## config.mk

```make
export PLATFORM = sky130hd
export DESIGN_NAME = control_sequencer_flat
export DESIGN_NICKNAME = d
export VERILOG_FILES = /design/src/rtl/control_sequencer_if.sv /design/src/rtl/control_sequencer.sv /design/src/flat_wrapper.sv
export SDC_FILE = /design/constraint.sdc
export NUM_CORES = 1
export LEC_CHECK = 0
export CORE_AREA = 2 2 39 41
export CTS_BUF_LIST = sky130_fd_sc_hd__clkbuf_4
export CTS_CLUSTER_DIAMETER = 200
export DETAILED_ROUTE_END_ITERATION = 16
export DIE_AREA = 0 0 41 43
export GPL_TIMING_DRIVEN = 0
export PLACE_DENSITY = 0.81
export SYNTH_ARGS = -nofsm -noshare
export SYNTH_HDL_FRONTEND = slang
export SYNTH_SLANG_ARGS = --single-unit
export TNS_END_PERCENT = 100
```

## constraint.sdc

```tcl
create_clock -name CLK -period 3.3 [get_ports CLK]
set_input_delay 0.825 -clock CLK [delete_from_list [all_inputs] [get_ports CLK]]
set_output_delay 0.825 -clock CLK [all_outputs]
set_load 0.05 [all_outputs]
```

## src/rtl/control_sequencer_if.sv

```systemverilog
// Bundle of the T-state/opcode inputs and control outputs of the SAP-1 control sequencer.
// The master modport is the ring counter/IR side; the slave modport is the sequencer.
interface control_sequencer_if;
    logic [3:0]  state;
    logic [3:0]  opcode;
    logic [11:0] con;
    logic        halt;
    logic        exec;
    logic        err;

    modport master (output state, output opcode, input con, input halt, input exec, input err);
    modport slave  (input state, input opcode, output con, output halt, output exec, output err);
endinterface

```

## src/rtl/control_sequencer.sv

```systemverilog
// SAP-1 control sequencer: decodes the one-hot T-state and opcode into the 12-bit control word,
// running LDA/ADD/SUB over a second ring pass, latching HLT and flagging illegal T-states.
module control_sequencer (
    input  logic                CLK,
    input  logic                nCLR,
    control_sequencer_if.slave  bus
);
    typedef enum logic [1:0] {
        MODE_FETCH = 2'b00,
        MODE_EXEC  = 2'b01,
        MODE_HALT  = 2'b10
    } mode_e;

    localparam logic [11:0] CON_IDLE = 12'h3E3;
    localparam logic [3:0]  OP_LDA = 4'b0000;
    localparam logic [3:0]  OP_ADD = 4'b0001;
    localparam logic [3:0]  OP_SUB = 4'b0010;
    localparam logic [3:0]  OP_OUT = 4'b1110;
    localparam logic [3:0]  OP_HLT = 4'b1111;
    localparam logic [3:0]  ST_T1 = 4'b0001;
    localparam logic [3:0]  ST_T2 = 4'b0010;
    localparam logic [3:0]  ST_T3 = 4'b0100;
    localparam logic [3:0]  ST_T4 = 4'b1000;

    // Bit positions within {Cp,Ep,nLm,nCE,nLi,nEi,nLa,Ea,Su,Eu,nLb,nLo}
    localparam int B_CP  = 11;
    localparam int B_EP  = 10;
    localparam int B_NLM = 9;
    localparam int B_NCE = 8;
    localparam int B_NLI = 7;
    localparam int B_NEI = 6;
    localparam int B_NLA = 5;
    localparam int B_EA  = 4;
    localparam int B_SU  = 3;
    localparam int B_EU  = 2;
    localparam int B_NLB = 1;
    localparam int B_NLO = 0;

    mode_e       mode_q, mode_d;
    logic [3:0]  op_q, op_d;
    logic        err_q, err_d;
    logic        state_ok_s;
    logic        state_run_s;
    logic [11:0] con_s;

    function automatic logic state_legal(input logic [3:0] s);
        logic ok;
        case (s)
            4'b0000, ST_T1, ST_T2, ST_T3, ST_T4: ok = 1'b1;
            default:                             ok = 1'b0;
        endcase
        return ok;
    endfunction

    assign state_ok_s  = state_legal(bus.state);
    assign state_run_s = state_ok_s && (bus.state != 4'b0000);

    // Next-state: mode transitions only on a legal T4, sticky illegal-state flag
    always_comb begin
        mode_d = mode_q;
        op_d   = op_q;
        err_d  = err_q;
        if (!state_ok_s) begin
            err_d = 1'b1;
        end else begin
            case (mode_q)
                MODE_FETCH: begin
                    if (bus.state == ST_T4) begin
                        case (bus.opcode)
                            OP_LDA, OP_ADD, OP_SUB: begin
                                mode_d = MODE_EXEC;
                                op_d   = bus.opcode;
                            end
                            OP_HLT:  mode_d = MODE_HALT;
                            default: mode_d = MODE_FETCH;
                        endcase
                    end else begin
                        mode_d = MODE_FETCH;
                    end
                end
                MODE_EXEC: begin
                    if (bus.state == ST_T4) begin
                        mode_d = MODE_FETCH;
                    end else begin
                        mode_d = MODE_EXEC;
                    end
                end
                MODE_HALT: mode_d = MODE_HALT;
                default:   mode_d = MODE_FETCH;
            endcase
        end
    end

    // State register with synchronous active-low clear
    always_ff @(posedge CLK) begin
        if (!nCLR) begin
            mode_q <= MODE_FETCH;
            op_q   <= 4'b0000;
            err_q  <= 1'b0;
        end else begin
            mode_q <= mode_d;
            op_q   <= op_d;
            err_q  <= err_d;
        end
    end

    // Control word decode; fetch T4 uses the live opcode, exec pass uses the latched one
    always_comb begin
        con_s = CON_IDLE;
        if (!nCLR || (mode_q == MODE_HALT) || !state_run_s) begin
            con_s = CON_IDLE;
        end else if (mode_q == MODE_FETCH) begin
            case (bus.state)
                ST_T1: begin
                    con_s[B_EP]  = 1'b1;
                    con_s[B_NLM] = 1'b0;
                end
                ST_T2: con_s[B_CP] = 1'b1;
                ST_T3: begin
                    con_s[B_NCE] = 1'b0;
                    con_s[B_NLI] = 1'b0;
                end
                ST_T4: begin
                    case (bus.opcode)
                        OP_LDA, OP_ADD, OP_SUB: begin
                            con_s[B_NEI] = 1'b0;
                            con_s[B_NLM] = 1'b0;
                        end
                        OP_OUT: begin
                            con_s[B_EA]  = 1'b1;
                            con_s[B_NLO] = 1'b0;
                        end
                        default: con_s = CON_IDLE;
                    endcase
                end
                default: con_s = CON_IDLE;
            endcase
        end else begin
            case (bus.state)
                ST_T1: begin
                    case (op_q)
                        OP_LDA: begin
                            con_s[B_NCE] = 1'b0;
                            con_s[B_NLA] = 1'b0;
                        end
                        OP_ADD, OP_SUB: begin
                            con_s[B_NCE] = 1'b0;
                            con_s[B_NLB] = 1'b0;
                        end
                        default: con_s = CON_IDLE;
                    endcase
                end
                ST_T2: begin
                    case (op_q)
                        OP_ADD: begin
                            con_s[B_EU]  = 1'b1;
                            con_s[B_NLA] = 1'b0;
                        end
                        OP_SUB: begin
                            con_s[B_EU]  = 1'b1;
                            con_s[B_SU]  = 1'b1;
                            con_s[B_NLA] = 1'b0;
                        end
                        default: con_s = CON_IDLE;
                    endcase
                end
                default: con_s = CON_IDLE;
            endcase
        end
    end

    assign bus.con  = con_s;
    assign bus.halt = (mode_q == MODE_HALT);
    assign bus.exec = (mode_q == MODE_EXEC);
    assign bus.err  = err_q;
endmodule

```

## src/flat_wrapper.sv

```systemverilog
// flat-port wrapper written by rule: the top's interface ports become plain ports
module control_sequencer_flat 
  (CLK, nCLR, bus_state, bus_opcode, bus_con, bus_halt, bus_exec, bus_err);
  control_sequencer_if bus_i ();
  input  logic CLK;
  input  logic nCLR;
  input wire logic [$bits(bus_i.state)-1:0] bus_state;
  input wire logic [$bits(bus_i.opcode)-1:0] bus_opcode;
  output wire logic [$bits(bus_i.con)-1:0] bus_con;
  output wire logic [$bits(bus_i.halt)-1:0] bus_halt;
  output wire logic [$bits(bus_i.exec)-1:0] bus_exec;
  output wire logic [$bits(bus_i.err)-1:0] bus_err;
  assign bus_i.state = bus_state;
  assign bus_i.opcode = bus_opcode;
  assign bus_con = bus_i.con;
  assign bus_halt = bus_i.halt;
  assign bus_exec = bus_i.exec;
  assign bus_err = bus_i.err;
  control_sequencer u_core (.CLK(CLK), .nCLR(nCLR), .bus(bus_i));
endmodule
```

Figure 1. Wiring by layer (run 1).
Bar = 10 um. Two of the layers only.
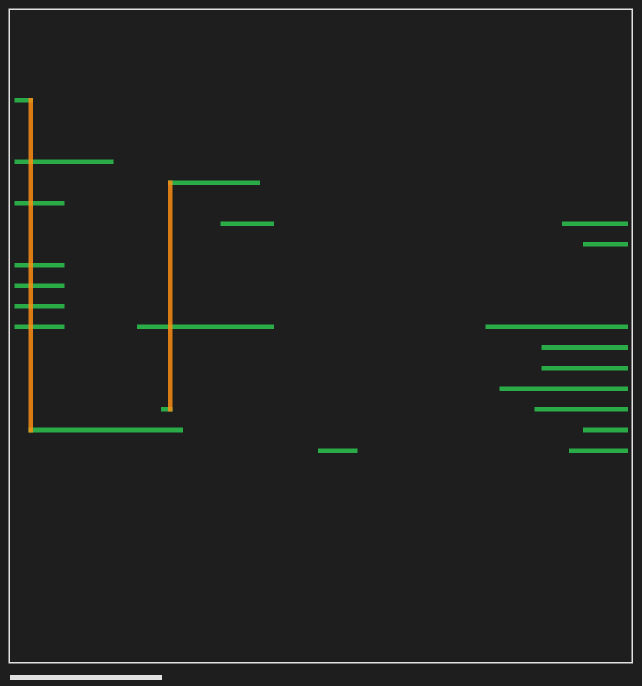
met4: shown in orange, wire length 36.7 um. met3: shown in green, wire length 99.1 um.
via count: 645
GRT Overall Usage: 20.08%

Figure 2. Routing congestion map (run 1).
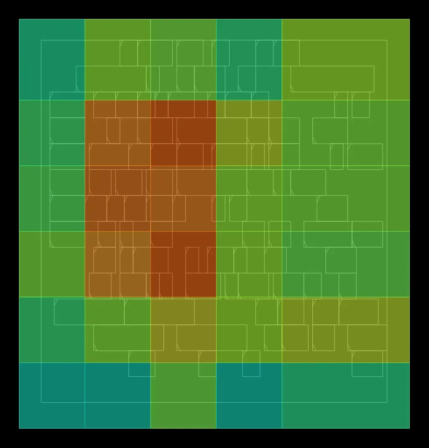
grt peak-use layer: met2
M3 GR Usage: 3.141%
grt met2 use: 30.63%

Figure 3. Signal wires on met1 (run 1).
Bar = 10 um. Cells faint in the background.
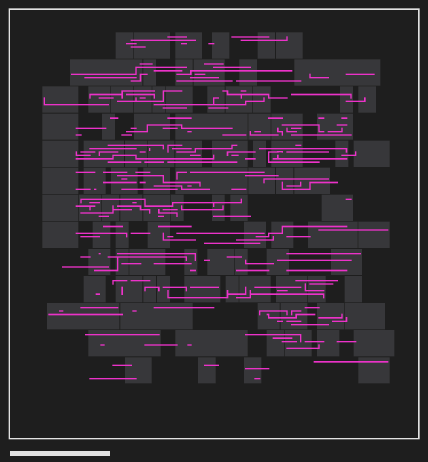
88 nets have wire on it. The layer holds 43% of the routed length. The wires run mostly horizontal. The longest straight run is 10.1 um.
GRT met1 Usage: 25.08%
Routed WL: 1469 um

Figure 4. A small window of the routed layout (run 1).
Bar = 5 um. Window x 21 to 41, y 22 to 42 um. Cells in gray, sequential cells in the stronger gray; small squares are vias.
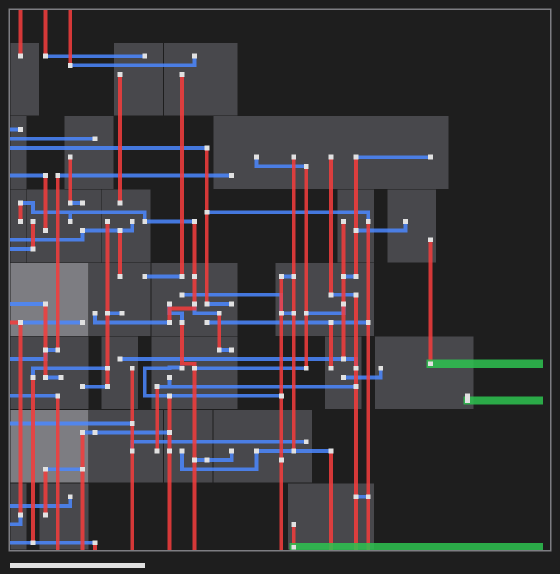
met2: shown in red. met1: shown in blue. met3: shown in green.
22 logic cells have their middle in the window. Sequential cells in the window: 0. Most frequent: buf_2 (4), nor2_1 (2).

==> results.tsv, run 1 <==
stage	metric	value	unit
outcome	outcome	finished, final reports clean	
die	fp-utilization	39.33	%
clock_network	clock.latency.late_pin	0.26	ns
yosys	edf_count	0	
power_and_ir_drop	switchingPower	0.00007719	W
power_and_ir_drop	pwr-share-seq	36.0	%
yosys	adder_share	1.839	%
power_and_ir_drop	p_per_area	303.3	mW/mm2
yosys	largest_area_cell	dfxtp_1	
final_layout	signal_buffers	28	
yosys	synth_flops	7	
worst_setup_path	crit_arrival	2.41	ns
final_layout	clkbuf_count	4	
sta	finalSetupViolCount	0	
hold_path	holdPathStages	2	
final_layout	buf_share	27.62	%
route	antenna_left	0	
yosys	synth.distinct_cells	36	
yosys	synth.cellmix.compoundShare	16.32	%
die	fp.dieW	41	um
hold_path	hp-start	u_core.bus.err	
clock_network	post_cts_buffers	1	
global_route	grt_max_degree	11	
route	via_per_inst	5.609	
die	die_h	43	um
yosys	synthTopCellsByCount	nand2_1, dfxtp_1, and3_1, nor2_1	
final_layout	design_area	810.8	um2
clock_network	cts.clk_slew.worst_paths	0.06	ns
yosys	yosys_warnings	0	
clock_network	root_buffer	clkbuf_4	
sta	finalClockSkew	0.007867	ns
yosys	yosys_area	544.3	um2
sta	whs	0.4594	ns
yosys	synth_area	544.3	um2
yosys	ys_cells	70	
die	core_area	0.001384	mm2
hold_path	min_to	u_core.bus.err	
final_layout	syn_to_final_growth	48.97	%
worst_setup_path	cp-startpoint	nCLR	
worst_setup_path	cpMaxStageDelayCell	clkdlybuf4s50_1	
global_route	grt_pass1_wl	2387	um
die	tap-cell-count	16	
final_layout	ff_count	7	
final_layout	num-nets-final	110	
final_layout	lay_top_cells	nand2_1, clkdlybuf4s50_1, dfxtp_1	
clock_network	tritoncts	yes	
place	numPortBuffers	24	
final_layout	top_register	u_core.op_q	
worst_setup_path	required	2.47	ns
final_layout	nFillCells	136	
place	pre_cts_ws	-0.7433	ns
sta	hold_viol	0	
worst_setup_path	cp_cell_sequence	clkdlybuf4s50_1 > nand4bb_1 > or3_1 > o21bai_1 > clkdlybuf4s15_2	
yosys	xor_area_share	3.218	%
place	dp_hpwl	1066	um
worst_setup_path	r2r_setup_slack	1.94	ns
global_route	grt_overflow	0	
worst_setup_path	criticalPathCategory	in2out	
power_and_ir_drop	ir_drop	0.1887	mV
final_layout	comb_area	389.1	um2
sta	period_minus_slack	3.233	ns
yosys	top_cell_area_share	25.75	%
worst_setup_path	regToRegStartpoint	u_core.mode_q[1]	
sta	finalCritPeriodShare	97.96	%
hold_path	worstHoldPathType	reg2reg	
power_and_ir_drop	intPower	0.0001688	W
die	pin_count	25	
final_layout	comb_area_share	47.99	%
sta	max_freq	0.3093	GHz
yosys	simple_gate_share	44.83	%
clock_network	holdBufCountCts	0	
final_layout	clock_area_share	3.704	%
power_and_ir_drop	comb_power_share	28.2	%
yosys	fp_nets	80	
sta	rsz0062_at_grt	no	
route	drc	0	
clock_network	cts_max_path_buffers	2	
final_layout	inverters	2	
yosys	mux_area_share	3.678	%
global_route	grt_pass1_vias	571	
worst_setup_path	cp-start-kind	input pin	
power_and_ir_drop	finalPower	0.0002459	W
route	dr.pass1.iters	4	
worst_setup_path	reg2regPathDepth	4	
global_route	antenna_found_initial	0	
final_layout	seq_area_share	17.28	%
==> run 1: per-layer routing <==
metal / wire length (um) / GRT usage, %
met5: 0 / 0
met4: 36 / 12.00
met3: 99 / 3.141
met2: 703 / 30.63
met1: 630 / 25.08
==> run 1: power by group through the flow <==
stage	Sequential, W	Combinational, W	Clock (W)
finish	0.0000886	0.0000693	0.0000881
CTS	0.0000886	0.0000686	0.0000885
global route	0.0000888	0.0000750	0.0000935
floorplan	0.0000937	0.0000367	0
detailed placement	0.0000903	0.0000690	0
global placement	0.0000902	0.0000680	0
==> run 1: critical path: cells and delay by family <==
family | cells | cell delay (ns)
AOI/OAI and AO/OA | 1 | 0.17
and+or+nand+nor | 2 | 0.57
buffers and inverters | 2 | 0.83
==> inputs of run 2 (changes only) <==
- CTS_BUF_LIST: sky130_fd_sc_hd__clkbuf_4 -> unset
==> run 2 against run 1 <==
  * Sequential share of layout area rose by 0.080 points
  * Die area unchanged
  * Non-clock buffer count unchanged
  * Final cell count unchanged
  * Maximum frequency rose by 0.32%
  * Hold slack improved by 0.0018 ns
  * Clock power shrank about 10%
  * Synthesized area unchanged
  * Critical path type unchanged
  * Largest cell class unchanged
  * Largest power group unchanged
==> results.tsv, run 2 <==
stage	metric	value	unit	change
final_layout	ff_count	7		unchanged
clock_network	cts.clk_slew.worst_paths	0.05	ns	was 0.06 ns
power_and_ir_drop	finalPower	0.0002371	W	was 0.0002459 W
final_layout	buf_share	27.75	%	was 27.62%
hold_path	hp-start	u_core.bus.err		unchanged
final_layout	comb_area_share	48.22	%	was 47.99%
die	die_h	43	um	unchanged
global_route	grt_pass1_wl	2318	um	was 2387 um
final_layout	syn_to_final_growth	48.28	%	was 48.97%
worst_setup_path	cp_top_family	simple AND/OR/NAND/NOR gates		was buffers and inverters
final_layout	top_register	u_core.op_q		unchanged
hold_path	holdPathStages	2		unchanged
yosys	synth.distinct_cells	36		unchanged
final_layout	num-nets-final	110		unchanged
power_and_ir_drop	p_clk	0.0000793	W	was 0.0000881 W
die	pin_count	25		unchanged
worst_setup_path	cp_cell_sequence	dlygate4sd2_1 > or4b_4 > o311ai_1 > and3_1 > clkbuf_4		was clkdlybuf4s50_1 > nand4bb_1 > or3_1 > o21bai_1 > clkdlybuf4s15_2
yosys	synth_area	544.3	um2	unchanged
global_route	grtUsageMet2	29.69	%	was 30.63%
final_layout	clkbuf_count	4		unchanged
route	via_per_inst	5.591		was 5.609
worst_setup_path	required	2.47	ns	about the same
place	numPortBuffers	24		unchanged
global_route	busiest_layer	met2		unchanged
final_layout	comb_area	389.1	um2	unchanged
yosys	largest_area_cell	dfxtp_1		unchanged
hold_path	worstHoldPathType	reg2reg		unchanged
final_layout	clock_area_share	3.256	%	was 3.704%
outcome	outcome	finished, final reports clean		unchanged
clock_network	holdBufCountCts	0		unchanged
worst_setup_path	cp-start-kind	input pin		unchanged
worst_setup_path	crit_arrival	2.40	ns	was 2.41 ns
sta	period_minus_slack	3.222	ns	was 3.233 ns
power_and_ir_drop	switchingPower	0.00007652	W	was 0.00007719 W
clock_network	post_cts_buffers	1		unchanged
worst_setup_path	path_buffers	2		unchanged
hold_path	min_to	u_core.bus.err		unchanged
sta	rsz0062_at_grt	no		unchanged
power_and_ir_drop	pg_seq	0.0000887	W	was 0.0000886 W
power_and_ir_drop	intPower	0.0001605	W	was 0.0001688 W
power_and_ir_drop	pg_comb	0.0000691	W	was 0.0000693 W
global_route	use_met3	3.141	%	unchanged
global_route	antenna_found_initial	0		unchanged
worst_setup_path	r2r_setup_slack	1.92	ns	was 1.94 ns
route	dr.max_layer_used	met4		unchanged
route	route.met3.wl	108	um	was 99 um
power_and_ir_drop	comb_power_share	29.2	%	was 28.2%
yosys	synth_flops	7		unchanged
clock_network	root_buffer	clkbuf_4		unchanged
yosys	yosys_area	544.3	um2	unchanged
power_and_ir_drop	power_leader	registers		unchanged
power_and_ir_drop	pwr-share-seq	37.4	%	was 36.0%
yosys	synthTopCellsByCount	nand2_1, dfxtp_1, and3_1, nor2_1		unchanged
worst_setup_path	cpMaxStageDelayCell	or4b_4		was clkdlybuf4s50_1
sta	finalClockSkew	0.005447	ns	was 0.007867 ns
route	drc	0		unchanged
global_route	grt_max_degree	11		unchanged
die	tap-cell-count	16		unchanged
worst_setup_path	worstSetupPathDepth	5		unchanged
clock_network	tritoncts	yes		unchanged
die	core_area	0.001384	mm2	unchanged
power_and_ir_drop	p_per_area	293.7	mW/mm2	was 303.3 mW/mm2
final_layout	nFillCells	135		was 136
route	wl_met1	633	um	was 630 um
yosys	fp_nets	80		unchanged
yosys	top_cell_area_share	25.75	%	unchanged
global_route	grt_pass1_vias	566		was 571
worst_setup_path	regToRegStartpoint	u_core.mode_q[1]		unchanged
place	dp_hpwl	1066	um	unchanged
sta	hold_viol	0		unchanged
worst_setup_path	cp-startpoint	bus_state[1]		was nCLR
worst_setup_path	criticalPathCategory	in2out		unchanged
global_route	grt_overflow	0		unchanged
route	antenna_left	0		unchanged
die	fp-utilization	39.33	%	unchanged
final_layout	seq_area_share	17.36	%	was 17.28%
run 2: through the flow:
stage,worst slack [ns],std cells,setup TNS [ns],hold WS (ns)
3_3_place_gp,-0.7238,110,-5.527,0.4362
2_1_floorplan,0.08885,70,0,0.4445
3_5_place_dp,-0.7433,110,-5.809,0.4437
5_1_grt,0.0009674,115,0,0.4885
6_report,0.07755,115,0,0.4613
4_1_cts,0.02888,115,0,0.4599
run 2: logic make-up (layout without fill, tap and decap cells):
logic type,Yosys count,count (layout),share of synthesized area (%)
buffers and inverters,5,34,4.367
DFF,7,7,25.75
AOI/OAI and AO/OA,13,13,16.32
adders and majority gates,1,1,1.839
muxes,2,2,3.678
xor gates and xnor gates,2,2,3.219
and+or+nand+nor,40,40,44.83
Figure 5. Signal wires on met1 (run 2).
Bar = 10 um. Cells faint in the background.
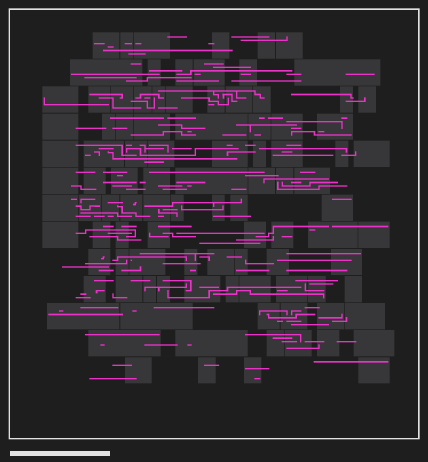
The layer carries 633 um of wire. The layer holds 43% of the routed length. The wires run mostly horizontal. The longest straight run is 12.9 um.
GRT met1 Usage: 24.44%
via count: 643
Routed WL: 1480 um

Figure 6. Wire density map (run 2).
8 x 9 tiles, from white (low) to dark blue (high), scaled to the fullest tile. Values are wire area over tile area, all layers added.
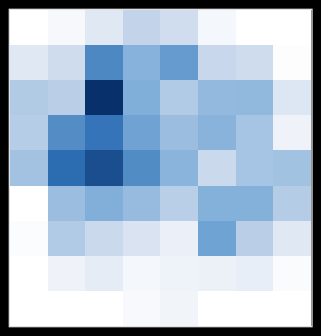
18% of the tiles are nearly empty. The mean over all tiles is 0.14. The fullest tile reaches 0.52. The emptiest ninth of the die: south-west.
drt wl/cell: 12.87 um
GRT Overall Usage: 19.58%

==> inputs of run 3 (changes only) <==
- CTS_CLUSTER_SIZE: unset -> 20
- SLEW_MARGIN: unset -> 0
- TNS_END_PERCENT: 100 -> 10
Figure 7. Routing congestion map (run 3).
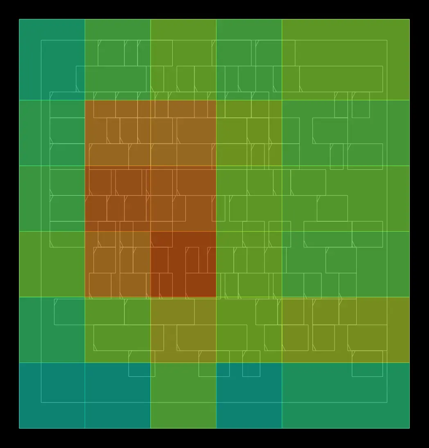
Final Core Density: 59.04%
drt wl/cell: 12.91 um
grt met2 use: 29.69%

==> run 3 against run 2 <==
  * Total power is 0.18% lower
  * Critical path depth rose by 1
  * Global-route usage is the same
  * Utilization rose by 0.72 points
  * Maximum frequency is 1.1% lower
  * Setup slack got worse by 0.036 ns
  * Clock power fell by 0.8%
  * Critical endpoint is now bus_con[6]
  * Highest routed layer unchanged
==> results.tsv, run 3 <==
stage	metric	value	unit	change
sta	finalSetupViolCount	0		unchanged
final_layout	comb_area_share	47.63	%	was 48.22%
hold_path	holdPathStages	2		unchanged
yosys	ys_cells	70		unchanged
worst_setup_path	r2r-end	u_core.op_q[1]		unchanged
clock_network	cts.clk_slew.worst_paths	0.05	ns	about the same
sta	hold_viol	0		unchanged
route	wl_met2	684	um	was 695 um
sta	max_freq	0.3069	GHz	was 0.3103 GHz
clock_network	cts.sinks	7		unchanged
worst_setup_path	cp-startpoint	bus_opcode[2]		was bus_state[1]
yosys	top_cell_area_share	25.75	%	unchanged
final_layout	ff_count	7		unchanged
power_and_ir_drop	ir_drop	0.1879	mV	was 0.1877 mV
die	fp.dieW	41	um	unchanged
sta	tns	0	ns	unchanged
global_route	grt_max_degree	11		unchanged
final_layout	clock_area_share	3.216	%	was 3.256%
final_layout	num-nets-final	110		unchanged
place	dp_hpwl	1066	um	unchanged
route	via_per_inst	5.470		was 5.591
clock_network	tritoncts	yes		unchanged
worst_setup_path	criticalPathCategory	in2out		unchanged
yosys	top_cell	nand2_1		unchanged
final_layout	inverters	2		unchanged
yosys	area_leaders	dfxtp_1, and3_1, nand2_1		unchanged
worst_setup_path	worstSetupPathDepth	6		was 5
route	wl_met1	664	um	was 633 um
worst_setup_path	path_buffers	3		was 2
worst_setup_path	required	2.47	ns	about the same
hold_path	min_to	u_core.bus.err		unchanged
sta	finalCritPeriodShare	98.74	%	was 97.65%
clock_network	clock.latency.late_pin	0.26	ns	about the same
yosys	mux_area_share	3.678	%	unchanged
yosys	synth.cellmix.compoundShare	16.32	%	unchanged
power_and_ir_drop	intPower	0.0001605	W	about the same
worst_setup_path	reg2regPathDepth	4		unchanged
die	die_h	43	um	unchanged
sta	period_minus_slack	3.259	ns	was 3.222 ns
hold_path	worstHoldPathType	reg2reg		unchanged
worst_setup_path	cpMaxStageDelayCell	clkdlybuf4s50_1		was or4b_4
yosys	fp_nets	80		unchanged
global_route	grt_pass1_vias	566		unchanged
route	dr.max_layer_used	met4		unchanged
yosys	synthTopCellsByCount	nand2_1, dfxtp_1, and3_1, nor2_1		unchanged
final_layout	buf_share	28.64	%	was 27.75%
sta	layout_setup_ws	0.04149	ns	was 0.07755 ns
worst_setup_path	crit_arrival	2.43	ns	was 2.40 ns
final_layout	lay_top_cells	nand2_1, clkdlybuf4s50_1, dfxtp_1		unchanged
worst_setup_path	cp_top_family	buffers and inverters		was simple AND/OR/NAND/NOR gates
route	num_vias	629		was 643
final_layout	stdcell_count	115		unchanged
yosys	synth.distinct_cells	36		unchanged
global_route	antenna_found_initial	0		unchanged
route	drc	0		unchanged
final_layout	top_register	u_core.op_q		unchanged
die	pin_count	25		unchanged
outcome	outcome	finished, final reports clean		unchanged
global_route	grt_overflow	0		unchanged
yosys	xor_area_share	3.218	%	unchanged
sta	finalClockSkew	0.005447	ns	about the same
place	pre_cts_ws	-0.7433	ns	unchanged
power_and_ir_drop	p_per_area	289.6	mW/mm2	was 293.7 mW/mm2
final_layout	signal_buffers	28		unchanged
place	place_congestion	0.7770		unchanged
sta	whs	0.4586	ns	was 0.4613 ns
global_route	grt_pass1_wl	2318	um	unchanged
yosys	largest_area_cell	dfxtp_1		unchanged
worst_setup_path	cp_cell_sequence	clkdlybuf4s50_1 > nor4_1 > and3_1 > buf_4 > nand3_1 > clkdlybuf4s15_2		was dlygate4sd2_1 > or4b_4 > o311ai_1 > and3_1 > clkbuf_4
worst_setup_path	regToRegStartpoint	u_core.mode_q[1]		unchanged
hold_path	hp-start	u_core.bus.err		unchanged
global_route	groute.layer.met1.usage	24.44	%	unchanged
place	placed_cells	110		unchanged
worst_setup_path	crit_path_end_kind	output port		unchanged
place	placed_area	804.5	um2	unchanged
yosys	synth_flops	7		unchanged
power_and_ir_drop	pwr-share-seq	37.5	%	was 37.4%
worst_setup_path	r2r_setup_slack	1.93	ns	was 1.92 ns
final_layout	layout-drive-gt1-share	18.18	%	was 19.19%
sta	rsz0062_at_grt	yes		was no
global_route	use_met3	3.141	%	unchanged
yosys	adder_share	1.839	%	unchanged
final_layout	seq_area_share	17.15	%	was 17.36%
global_route	busiest_layer	met2		unchanged
yosys	topCombFamilyByArea	simple AND/OR/NAND/NOR gates		unchanged
clock_network	cts_max_path_buffers	2		unchanged
power_and_ir_drop	finalPower	0.0002366	W	was 0.0002371 W
yosys	edf_count	0		unchanged
worst_setup_path	cp-start-kind	input pin		unchanged
global_route	grtUsageTotal	19.58	%	unchanged
final_layout	syn_to_final_growth	50.12	%	was 48.28%
yosys	yosys_warnings	0		unchanged
route	antenna_left	0		unchanged
final_layout	design_area	817.0	um2	was 807.0 um2
yosys	simple_gate_share	44.83	%	unchanged
power_and_ir_drop	switchingPower	0.00007609	W	was 0.00007652 W
final_layout	comb_area	389.1	um2	unchanged
yosys	synth_area	544.3	um2	unchanged
die	tap-cell-count	16		unchanged
route	route.met3.wl	95	um	was 108 um
die	core_area	0.001384	mm2	unchanged
die	fp-utilization	39.33	%	unchanged
clock_network	root_buffer	clkbuf_4		unchanged
final_layout	nFillCells	135		unchanged
yosys	yosys_area	544.3	um2	unchanged
place	numPortBuffers	24		unchanged
clock_network	cts_htree_levels	1		unchanged
route	totalWireLength	1485	um	was 1480 um
route	dr.pass1.iters	5		was 8
final_layout	clkbuf_count	4		unchanged
sta	slew_violations	0		unchanged
power_and_ir_drop	comb_power_share	29.3	%	was 29.2%
power_and_ir_drop	p_leak	0.3260	nW	was 0.3217 nW
Figure 8. A small window of the routed layout (run 3).
Bar = 5 um. Window x 21 to 41, y 22 to 42 um. Cells in gray, sequential cells in the stronger gray; small squares are vias.
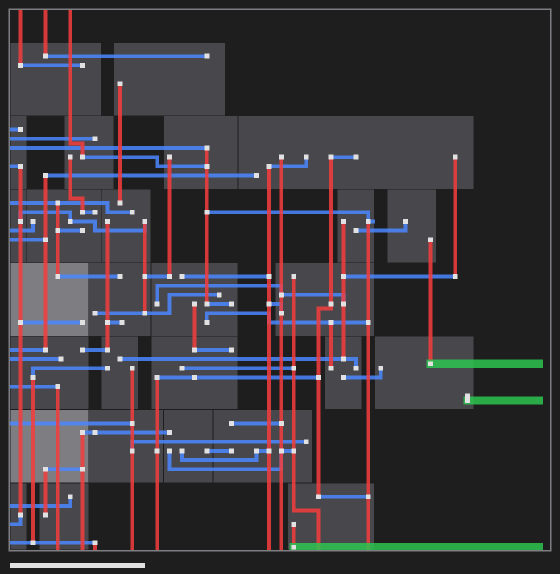
met1: shown in blue. met2: shown in red. met3: shown in green.
Sequential cells in the window: 0. 22 logic cells have their middle in the window. Most frequent: buf_2 (2), nor2_1 (2), clkdlybuf4s15_2 (2).

==> run 3: cell types whose count changed in the layout (fill, tap and decap cells not counted), sizes merged <==
cell / before / now
buf: 8 / 7
clkdlybuf4s15: 3 / 4
clkbuf: 8 / 7
dlygate4sd2: 5 / 6
==> run 3: repair_timing <==
| action | in CTS | in global routing |
|---|---|---|
| hold buffers | 0 | 0 |
| setup buffers | 1 | 0 |
| pin swaps | 0 | 0 |
| setup endpoints to repair | 12 | 6 |
| gates resized | 42 | 6 |
==> run 3: power by group through the flow <==
stage               clock (W)  sequential (W)  combinational [W]
floorplan                   0       0.0000937          0.0000367
global placement            0       0.0000902          0.0000680
detailed placement          0       0.0000903          0.0000690
CTS                 0.0000796       0.0000887          0.0000686
global route        0.0000857       0.0000887          0.0000746
finish              0.0000787       0.0000886          0.0000692
Power and IR drop assume default switching activity.
